===== config.mk =====
export PLATFORM = sky130hd
export DESIGN_NAME = dds_gain_ctrl
export DESIGN_NICKNAME = d
export VERILOG_FILES = /design/src/rtl/dds_pkg.sv /design/src/rtl/dds_strobe_div.sv /design/src/rtl/dds_gain_ctrl.sv
export SDC_FILE = /design/constraint.sdc
export NUM_CORES = 1
export LEC_CHECK = 0
export CAP_MARGIN = 25
export CORE_UTILIZATION = 60
export CTS_CLUSTER_SIZE = 8
export DETAILED_ROUTE_END_ITERATION = 12
export PLACE_DENSITY = 0.83
export SYNTH_ARGS = -nofsm -noshare
export SYNTH_HDL_FRONTEND = slang
export SYNTH_HIERARCHICAL = 1
export SYNTH_SLANG_ARGS = --single-unit

===== constraint.sdc =====
create_clock -name clk -period 12.7 [get_ports clk]
set_input_delay 1.905 -clock clk [delete_from_list [all_inputs] [get_ports clk]]
set_output_delay 1.905 -clock clk [all_outputs]
set_load 0.01 [all_outputs]

===== src/rtl/dds_pkg.sv =====
// Shared types and constants for the DDS burst gain sequencer.
// Provides gain width, positive full scale and FSM state codes.
package dds_pkg;

  localparam int GAIN_W = 16;
  localparam logic [15:0] GAIN_MAX = 16'h7FFF;

  typedef enum logic [1:0] {
    IDLE      = 2'd0,
    RAMP_UP   = 2'd1,
    HOLD      = 2'd2,
    RAMP_DOWN = 2'd3
  } state_t;

endpackage


===== src/rtl/dds_strobe_div.sv =====
// Free-running sample strobe divider: valid pulses once per rate_div+1 clks.
// Ports: clk, rst_n, rate_div (period-1, taken at each wrap), valid (pulse).
module dds_strobe_div #(
  parameter int DIV_W = 8
) (
  input  logic             clk,
  input  logic             rst_n,
  input  logic [DIV_W-1:0] rate_div,
  output logic             valid
);

  logic [DIV_W-1:0] cnt;
  logic [DIV_W-1:0] div_q;

  // Period is sampled only at wrap so a mid-period change
  // can never strand the counter above its terminal value.
  always_ff @(posedge clk or negedge rst_n) begin
    if (!rst_n) begin
      cnt   <= '0;
      div_q <= '0;
      valid <= 1'b0;
    end else if (cnt >= div_q) begin
      cnt   <= '0;
      div_q <= rate_div;
      valid <= 1'b1;
    end else begin
      cnt   <= cnt + 1'b1;
      valid <= 1'b0;
    end
  end

endmodule


===== src/rtl/dds_gain_ctrl.sv =====
// Burst envelope sequencer: ramp up, hold, ramp down of the DDS gain word.
// Ports: clk, rst_n, start, abort, gain_target, ramp_step, hold_len,
//        rate_div, valid, data_m, busy, done.
module dds_gain_ctrl #(
  parameter int GAIN_W = 16,
  parameter int LEN_W  = 16,
  parameter int DIV_W  = 8
) (
  input  logic              clk,
  input  logic              rst_n,
  input  logic              start,
  input  logic              abort,
  input  logic [GAIN_W-1:0] gain_target,
  input  logic [GAIN_W-1:0] ramp_step,
  input  logic [LEN_W-1:0]  hold_len,
  input  logic [DIV_W-1:0]  rate_div,
  output logic              valid,
  output logic [GAIN_W-1:0] data_m,
  output logic              busy,
  output logic              done
);

  import dds_pkg::*;

  localparam logic [GAIN_W-1:0] GMAX = GAIN_W'(GAIN_MAX);

  state_t state, state_n;

  logic [GAIN_W-1:0] gain_q, gain_n;
  logic [GAIN_W-1:0] tgt_q, tgt_n;
  logic [GAIN_W-1:0] stp_q, stp_n;
  logic [LEN_W-1:0]  hlen_q, hlen_n;
  logic [LEN_W-1:0]  hcnt_q, hcnt_n;
  logic              done_n;

  logic [GAIN_W-1:0] tgt_in;
  logic [GAIN_W-1:0] stp_in;
  logic [GAIN_W:0]   sum;
  logic [GAIN_W-1:0] up_val;
  logic [GAIN_W-1:0] dn_val;
  logic [LEN_W:0]    cnt_inc;
  logic [LEN_W:0]    len_m1;

  dds_strobe_div #(
    .DIV_W (DIV_W)
  ) u_div (
    .clk      (clk),
    .rst_n    (rst_n),
    .rate_div (rate_div),
    .valid    (valid)
  );

  // Sign bit of the config words is dropped; zero step means jump.
  assign tgt_in = gain_target & GMAX;
  assign stp_in = ((ramp_step & GMAX) == '0)
                ? GMAX : (ramp_step & GMAX);

  assign sum    = {1'b0, gain_q} + {1'b0, stp_q};
  assign up_val = (sum >= {1'b0, tgt_q})
                ? tgt_q : sum[GAIN_W-1:0];
  assign dn_val = (gain_q > stp_q)
                ? (gain_q - stp_q) : '0;

  assign cnt_inc = {1'b0, hcnt_q} + {{LEN_W{1'b0}}, 1'b1};
  assign len_m1  = {1'b0, hlen_q} - {{LEN_W{1'b0}}, 1'b1};

  always_comb begin
    state_n = state;
    gain_n  = gain_q;
    tgt_n   = tgt_q;
    stp_n   = stp_q;
    hlen_n  = hlen_q;
    hcnt_n  = hcnt_q;
    done_n  = 1'b0;
    unique case (state)
      IDLE: begin
        gain_n = '0;
        if (start) begin
          tgt_n   = tgt_in;
          stp_n   = stp_in;
          hlen_n  = hold_len;
          state_n = RAMP_UP;
        end
      end
      RAMP_UP: begin
        if (abort) begin
          state_n = RAMP_DOWN;
        end else if (valid) begin
          gain_n = up_val;
          if (up_val == tgt_q) begin
            state_n = HOLD;
            hcnt_n  = '0;
          end
        end
      end
      HOLD: begin
        // The entry strobe already counts as the first plateau period.
        if (abort || hlen_q == '0) begin
          state_n = RAMP_DOWN;
        end else if (valid) begin
          hcnt_n = cnt_inc[LEN_W-1:0];
          if (cnt_inc >= len_m1) begin
            state_n = RAMP_DOWN;
          end
        end
      end
      RAMP_DOWN: begin
        if (valid) begin
          gain_n = dn_val;
          if (dn_val == '0) begin
            state_n = IDLE;
            done_n  = 1'b1;
          end
        end
      end
      default: state_n = IDLE;
    endcase
  end

  always_ff @(posedge clk or negedge rst_n) begin
    if (!rst_n) begin
      state  <= IDLE;
      gain_q <= '0;
      tgt_q  <= '0;
      stp_q  <= '0;
      hlen_q <= '0;
      hcnt_q <= '0;
      done   <= 1'b0;
    end else begin
      state  <= state_n;
      gain_q <= gain_n;
      tgt_q  <= tgt_n;
      stp_q  <= stp_n;
      hlen_q <= hlen_n;
      hcnt_q <= hcnt_n;
      done   <= done_n;
    end
  end

  assign data_m = gain_q;
  assign busy   = (state != IDLE);

endmodule


Fig. 1: run 1, track usage over the die
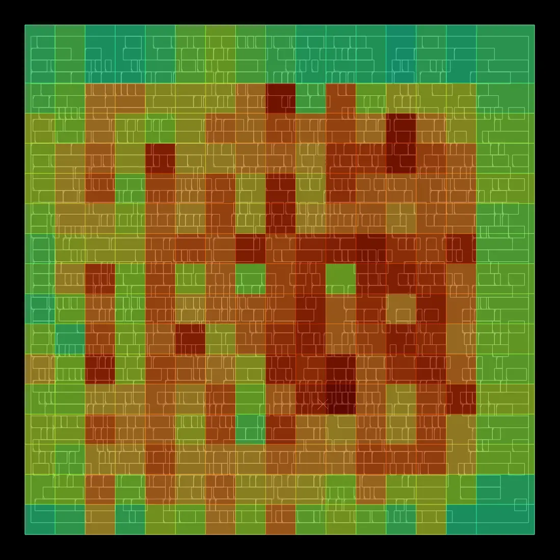
Layout Utilization: 71.13%
Top Usage Layer GRT: met2
routed len/inst: 17.61 microns
met3 Track Usage GR: 7.467%

Fig. 2: run 1, cell area per tile
The die is cut into 12 by 12 equal tiles; white is low, dark blue is high, 0 to 100% covered.
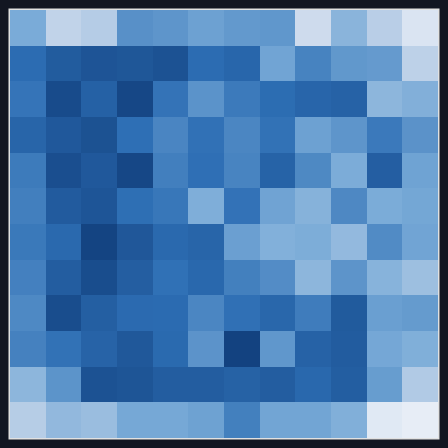
densest ninth of the die = west
tiles over 75% full = 36%
mean over tiles = 65%
fullest tile = 93%

Fig. 3: run 1, selected gate families
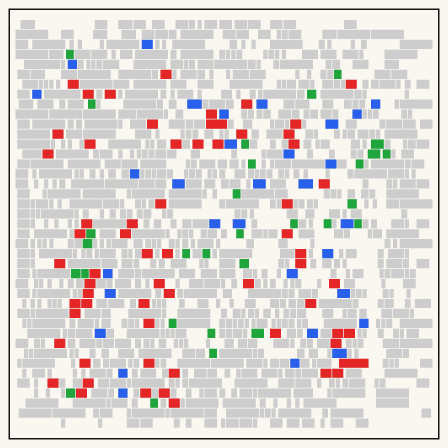
XOR/XNOR gates -> red  # cells 62, most used xnor2_1, where all over the die
AND-OR and OR-AND gates -> blue  # cells 31, most used a21o_1
AND and OR gates -> green  # cells 29, most used or4_1
non-filler cells, final: 1195
most numerous logic cell after layout: nand2_1
logic share of the area: 55.12%

Fig. 4: run 1, signal wires on met2
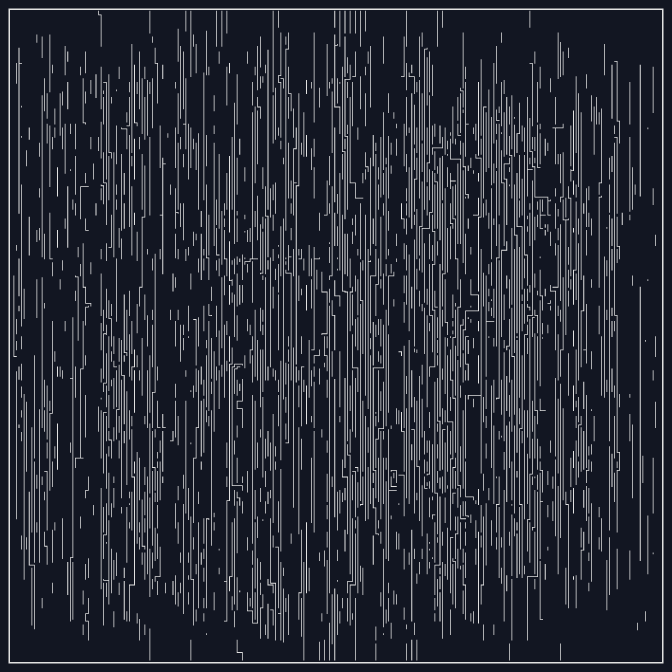
longest straight run = 51.3 microns
wire length on this layer = 10000 microns
nets with wire on the layer = 954
main direction = vertical
final WL: 21040 microns
via count: 7238
M2 GR Usage: 54.24%

==> results.toml, run 1 <==
# generated from flow reports
[run_status]
outcome = "complete, but fails checks"
violations = "design-rule violations"

[cells_and_area]
fill_cells = 1082

[hold_path]
min_path_cells = 1
holdPathEnd = "u_div/div_q[3]"
worstHoldStart = "u_div/div_q[3]"

[timing]
fin_setup_tns_ns = 0
setup_violations = 0
period_used_pct = 41.10

[critical_path]
worstPathCellList = "ha_1 -> nor2_2 -> o311ai_1 -> a31oi_1 -> a21oi_1 -> nor2_1 -> nor2_1 -> xnor2_1 -> ha_1 -> a211oi_1 -> o21bai_1 -> a21o_1 -> a211oi_1 -> o31ai_1 -> o21bai_2 -> buf_8 -> nor2_1 -> a211oi_2 -> buf_4 -> nand3_1 -> o21ai_0"
cp_slowest_cell = "o311ai_1"
critPathLaunchType = "flip-flop"
reg2reg_from = "data_m[2]"
cpLargestDelayFamily = "AND-OR/OR-AND gates"
crit_buf_inv = 2
r2r_cells = 21
crit_start = "data_m[2]"
r2r_slack_ns = 7.48
arrival_ns = 5.45

[routing]
initialDrtViolationCount = 619
via_per_inst = 6.057
drt_pre_antenna_iters = 10
met1_length_microns = 8867
drc = 1

[placed_design]
dp.cells = 1180
port-buffer-count = 76

[synthesis]
ys_cells = 964
synth_cell_types = 77
synth_area_sq_um = 7911
ys_seq_share_pct = 31.00
logic_family = "AND-OR/OR-AND gates"
ys_sh_xor_pct = 7.133
synthFlopType = "dfrtp_1"
mux_area_share_pct = 2.388

[flow_run]
warning_count = 49
cap_violations = 0

[clock_network]
ctsHoldBuffers = 0
cts_setup_buffers = 0
clk_latency_ns = 0.37
cts_buffers = 9

[global_routing]
antenna_found_initial = 0

[pwr]
p_leak_nw = 3.975
p_per_area_nw_per_um2 = 302.7
run 1: sequential cells by signal (all words and copies together) (netlist names):
| name | count |
|---|---|
| tgt_q | 15 |
| hcnt_q | 16 |
| u_div/div_q | 8 |
| done | 1 |
| stp_q | 15 |
| data_m | 16 |
| state | 2 |
| hlen_q | 16 |
| u_div/cnt | 8 |
| u_div/valid | 1 |
run 1: area by class of cell:
class                      count  area (sq um)  area share (%)
clock buffer                   9         225.2           2.489
clock inverter                 6         50.05          0.5531
inverter                      82         307.8           3.402
multi-input combinational    746          4987           55.12
sequential                    98          2452           27.10
tap                          172         215.2           2.378
timing repair buffer          82         810.8           8.960
run 1: power by group:
part / internal (W) / switching, W
sequential: 0.000432 / 0.000118
clock: 0.000135 / 0.000133
combinational: 0.000763 / 0.00116
total: 0.00133 / 0.00141
==> run 1 -> run 2 <==
Settings changed: CORE_UTILIZATION 60 to 53, PLACE_DENSITY 0.83 to 0.78.
Clock period 12.7 ns to 4.5 ns, I/O delays scaled along.
Fig. 5: run 2, signal wires on met2
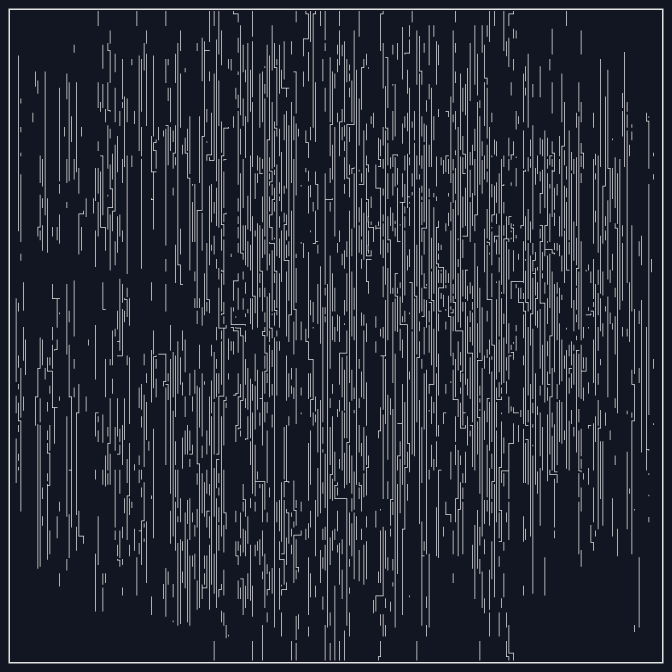
wire length on this layer = 10300 microns
main direction = vertical
share of all routed wire = 48%
longest straight run = 78.9 microns
nets with wire on the layer = 997

==> run 2 against run 1 <==
  * The flow now finishes without violations
  * Core utilization down 6.5 points
  * Count of clock-buffer cells in the layout unchanged
  * Synthesized cell count did not move
  * Sequential cell count unchanged
  * Routed wire length grew 2.6%
  * Sequential share of layout area is 1.0 points lower
  * Clock skew up 0.00086 ns
  * Cell count rose by 3.5%
  * Highest routed layer unchanged
==> results.toml, run 2 <==
# generated from flow reports
[run_status]
outcome = "finished, final reports clean"

[pwr]
seq-power_w = 0.00155
power.share.combinational_pct = 71.9
p_sw_share_pct = 50.07
power_leader = "combinational cells"
p_per_area_nw_per_um2 = 876.3

[timing]
setup_violations = 0
period_used_pct = 96.10

[flow_run]
cap_violations = 0

[critical_path]
arrival_ns = 4.58
worstPathCellList = "inv_1 -> ha_1 -> nand2b_1 -> a2111o_1 -> a211oi_1 -> nor2_1 -> nand2_1 -> a21oi_1 -> xnor2_1 -> ha_1 -> a21o_1 -> a211oi_2 -> o31ai_1 -> o21bai_4 -> a211oi_2 -> a31o_1 -> nor2_1 -> mux2_2"
crit_buf_inv = 1
cpLargestDelayFamily = "AND-OR/OR-AND gates"
critPathLaunchType = "flip-flop"

[cells_and_area]
largest_class = "combinational gates"
buf_share_pct = 11.21
num-nonclk-inverters = 82
n_clock_buffer = 9
clock_cell_area_share_pct = 2.903
sh_seq_area_pct = 26.10
fill_cells = 1294
register_area_sq_um = 2452
final_util_pct = 64.65

[clock_network]
cts_setup_buffers = 0
clk_latency_ns = 0.37

[synthesis]
synth_area_sq_um = 7911
synth_cell_types = 77
mux_area_share_pct = 2.388

[routing]
via_per_inst = 5.951
initialDrtViolationCount = 623
met1_length_microns = 9242
drt_pre_antenna_iters = 5

[placed_design]
port-buffer-count = 76
dp.cells = 1218

[die]
tapCellCount = 184

[global_routing]
gr-usage-met2_pct = 48.24
gr-usage-met3_pct = 6.822
grt_busiest_layer = "met2"
Fig. 6: run 2, wiring by layer
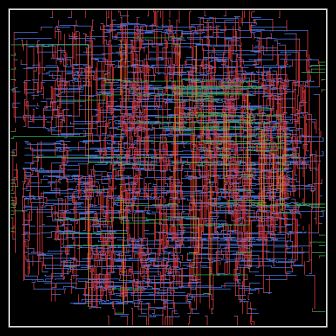
met3 -> green  # wire length 1290 microns
met4 -> orange  # wire length 789 microns
met1 -> blue  # wire length 9240 microns
met2 -> red  # wire length 10300 microns
via count: 7362
final WL: 21590 microns
routed len/inst: 17.45 microns

[run 2: cell counts after synthesis]
No cell type changed its count.
[run 2: kinds of logic (layout without fill, tap and decap cells)]
family | after synthesis | count (layout)
multiplexers | 17 | 17
buffers and inverters | 120 | 209
AND/OR/NAND/NOR | 341 | 341
XOR/XNOR | 62 | 62
adder cells (fa/ha/maj) | 82 | 82
AND-OR/OR-AND | 244 | 244
flip-flops | 98 | 98
[run 2: path summary, 6_finish.rpt]
kind,startpoint,end,slack (ns),depth (start not counted)
max,stp_q[1],state[1],0.18,18
min,rst_n,data_m[13],0.43,1
max reg2reg,stp_q[1],state[1],0.18,18
min reg2reg,u_div/div_q[3],u_div/div_q[3],0.51,1
max in group asynchronous,rst_n,u_div/div_q[1],3.10,2
min in group clk,u_div/div_q[3],u_div/div_q[3],0.51,1
==> run 2 -> run 3 <==
==> constraint.sdc (replaced) <==
create_clock -name clk -period 4.5 [get_ports clk]
set_input_delay 0.675 -clock clk [delete_from_list [all_inputs] [get_ports clk]]
set_output_delay 0.675 -clock clk [all_outputs]
set_load 0.02 [all_outputs]
Fig. 7: run 3, selected gate families
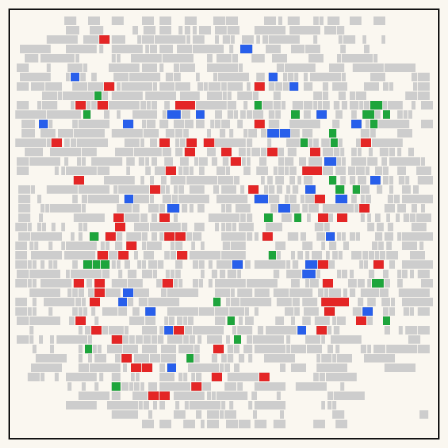
AND and OR gates -> green  # cells 29, most used or4_1
XOR/XNOR gates -> red  # cells 62, most used xnor2_1
AND-OR and OR-AND gates -> blue  # cells 31, most used a21o_1
logic share of the area: 54.06%
non-filler cells, final: 1237

==> run 3 against run 2 <==
  * Count of clock-buffer cells in the layout did not move
  * Worst setup slack is the same
  * Area after synthesis did not move
  * Final area is the same
  * Register-to-register slack hardly changed
  * Via count stayed put
  * Global-route usage is the same
  * Non-clock buffer count is the same
  * Synthesized cell count is the same
  * Hold slack unchanged
  * Cell count unchanged
  * Critical endpoint unchanged
  * Largest power group unchanged
==> results.toml, run 3 <==
# generated from flow reports
[critical_path]
r2r_cells = 18
critPathLaunchType = "flip-flop"
arrival_ns = 4.58
worstPathCellList = "inv_1 -> ha_1 -> nand2b_1 -> a2111o_1 -> a211oi_1 -> nor2_1 -> nand2_1 -> a21oi_1 -> xnor2_1 -> ha_1 -> a21o_1 -> a211oi_2 -> o31ai_1 -> o21bai_4 -> a211oi_2 -> a31o_1 -> nor2_1 -> mux2_2"
crit_start = "stp_q[1]"
cpLargestDelayFamily = "AND-OR/OR-AND gates"
worstSetupEndpoint = "state[1]"

[cells_and_area]
comb_cells = 746
flops = 98
clock_cell_area_share_pct = 2.903

[global_routing]
grt_busiest_layer = "met2"

[pwr]
p_leak_nw = 4.140
p_clk_share_pct = 9.2
powerComb_w = 0.00596
p_sw_share_pct = 50.31

[routing]
met1_length_microns = 9242
vias = 7362

[placed_design]
dp.cells = 1218
port-buffer-count = 76

[flow_run]
warning_count = 49
cap_violations = 0

[synthesis]
ys_sh_xor_pct = 7.133
ys_seq_share_pct = 31.00
logic_family = "AND-OR/OR-AND gates"

[run_status]
outcome = "finished, final reports clean"
Fig. 8: run 3, track usage over the die
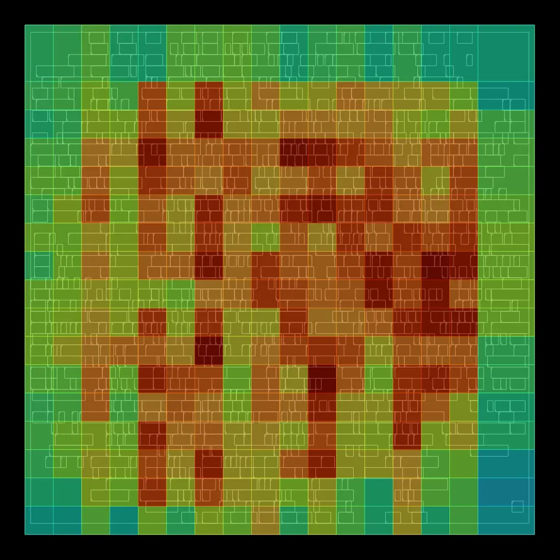
M2 GR Usage: 48.24%
Layout Utilization: 64.65%
M1 GR Usage: 36.77%

[run 3: cell counts in the layout (fill, tap and decap cells not counted)]
No cell type changed its count.
[run 3: worst register-to-register path, cell delays in order (launching register included)]
cell	delay, ns
dfrtp_1	0.39
inv_1	0.16
ha_1	0.29
nand2b_1	0.19
a2111o_1	0.44
a211oi_1	0.45
nor2_1	0.10
nand2_1	0.11
a21oi_1	0.08
xnor2_1	0.24
ha_1	0.30
a21o_1	0.18
a211oi_2	0.23
o31ai_1	0.10
o21bai_4	0.22
a211oi_2	0.23
a31o_1	0.15
nor2_1	0.06
mux2_2	0.28
[run 3: logic make-up after synthesis]
logic type      Yosys count
xor+xnor                 62
buf+inv                 120
flops                    98
compound gates          244
simple gates            341
mux                      17
fa+ha+maj                82
No activity file was given, so power comes from the tool's default toggle rates.
